Design disp_stream_out, sky130hd; sources not shown.
==> images/zoom.png <==
Window x 24 to 74, y 260 to 310 um. Cells in gray, sequential cells in the stronger gray; small squares are vias.
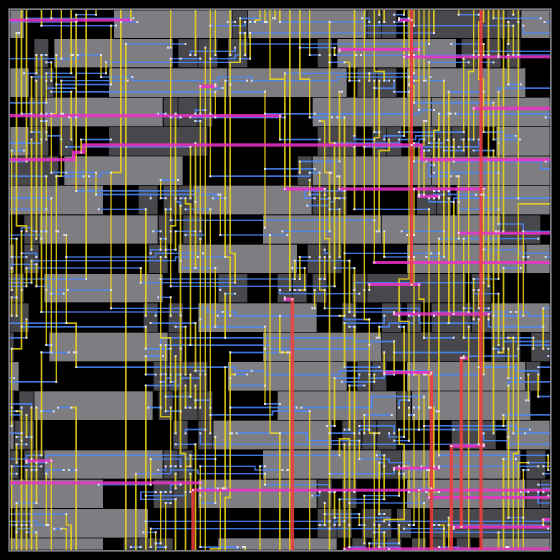
legend:
  met4:
    color: red
  met1:
    color: blue
  met2:
    color: yellow
  met3:
    color: magenta
sequential cells in the window: 38
most frequent: nand2_1 (52), edfxtp_1 (38), nand3_1 (28)
cells with their middle in the window: 143

==> images/gate_families.png <==
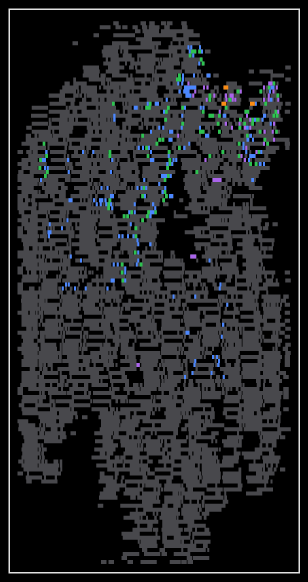
legend:
  XOR/XNOR gates:
    color: orange
    cells: 3
    most_used: xor2_1
  NOR gates:
    color: blue
    cells: 180
    most_used: nor2_1
  inverting AOI/OAI gates:
    color: green
    cells: 102
    most_used: o21ai_0
  inverters:
    color: purple
    cells: 46
    most_used: inv_1
    where: top right
Comb area share: 0.2090
Non-Filler Instances: 3954
dominant logic cell type in the layout: nand2_1

==> images/final_clocks.png <==
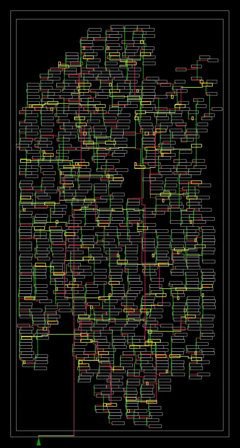
clk sinks: 797
CTS Buf Count: 71
registers: 797
Clock Buffer Count: 84

==> images/registers.png <==
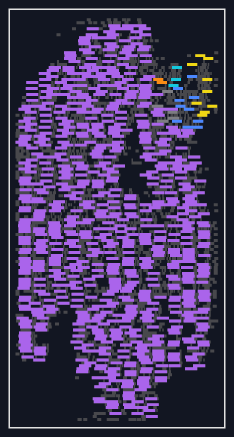
legend:
  u_fifo.mem:
    color: purple
    sequential_cells: 768
    where: all over the die
  x:
    color: blue
    sequential_cells: 10
    where: top right
  u_fifo.wr_ptr:
    color: orange
    sequential_cells: 2
  u_fifo.count:
    color: cyan
    sequential_cells: 3
  y:
    color: yellow
    sequential_cells: 9
    where: top right
Sequential Power: 1.32 mW
Register Area: 0.02380 sq mm
Final Util: 0.5544
Seq area share: 0.6323

==> run notes <==
run results: total congestion overflow=0, first-pass GRT wire length=129100 um, met3 wire length=7441 um, CP max FO=91, max reg flops=768, asr flop ratio synth=0.03639, synthesis area per yosys=0.03290 sq mm, total internal power=1.860 mW, Comb power frac=0.090, Syn Inst Count=2837, Max Used Layer=met5, combinational cell power=0.219 mW, Root Driver=clkbuf_16, Mapped Nets=3045, ANT cells=17, FA/HA/MAJ Cells, Area Fraction=0.004411, detailed placement HPWL=52430 um, maximum root-to-sink buffer count=3, buffer count from post-CTS setup fixing=0, WHS Path Cells=2, Worst Hold Class=reg -> reg, worst-margin pin slew=1.184 ns, Non-clock buffering overhead=0.06574, status=complete, no violations
[kinds of logic (layout without fill, tap and decap cells)]
family                     count (synthesis)  after routing
and+or+nand+nor                         1708           1708
DFF                                      797            797
buffers and inverters                    216            426
AOI/OAI and AO/OA                        102            102
adders and majority gates                 11             11
xor gates and xnor gates                   3              3
other                                      0             17
[worst max-delay path, cell delays in order, from the launching register on]
cell and delay [ns]:
dfrtp_4 0.77, inv_8 0.63, buf_4 0.74, o21ai_0 0.20, o21ai_1 0.16, nor2_1 0.05
nor2_1 0.50, nor2_1 0.16, nor2_1 0.24, clkdlybuf4s50_1 0.58
No activity file was given, so power comes from the tool's default toggle rates.
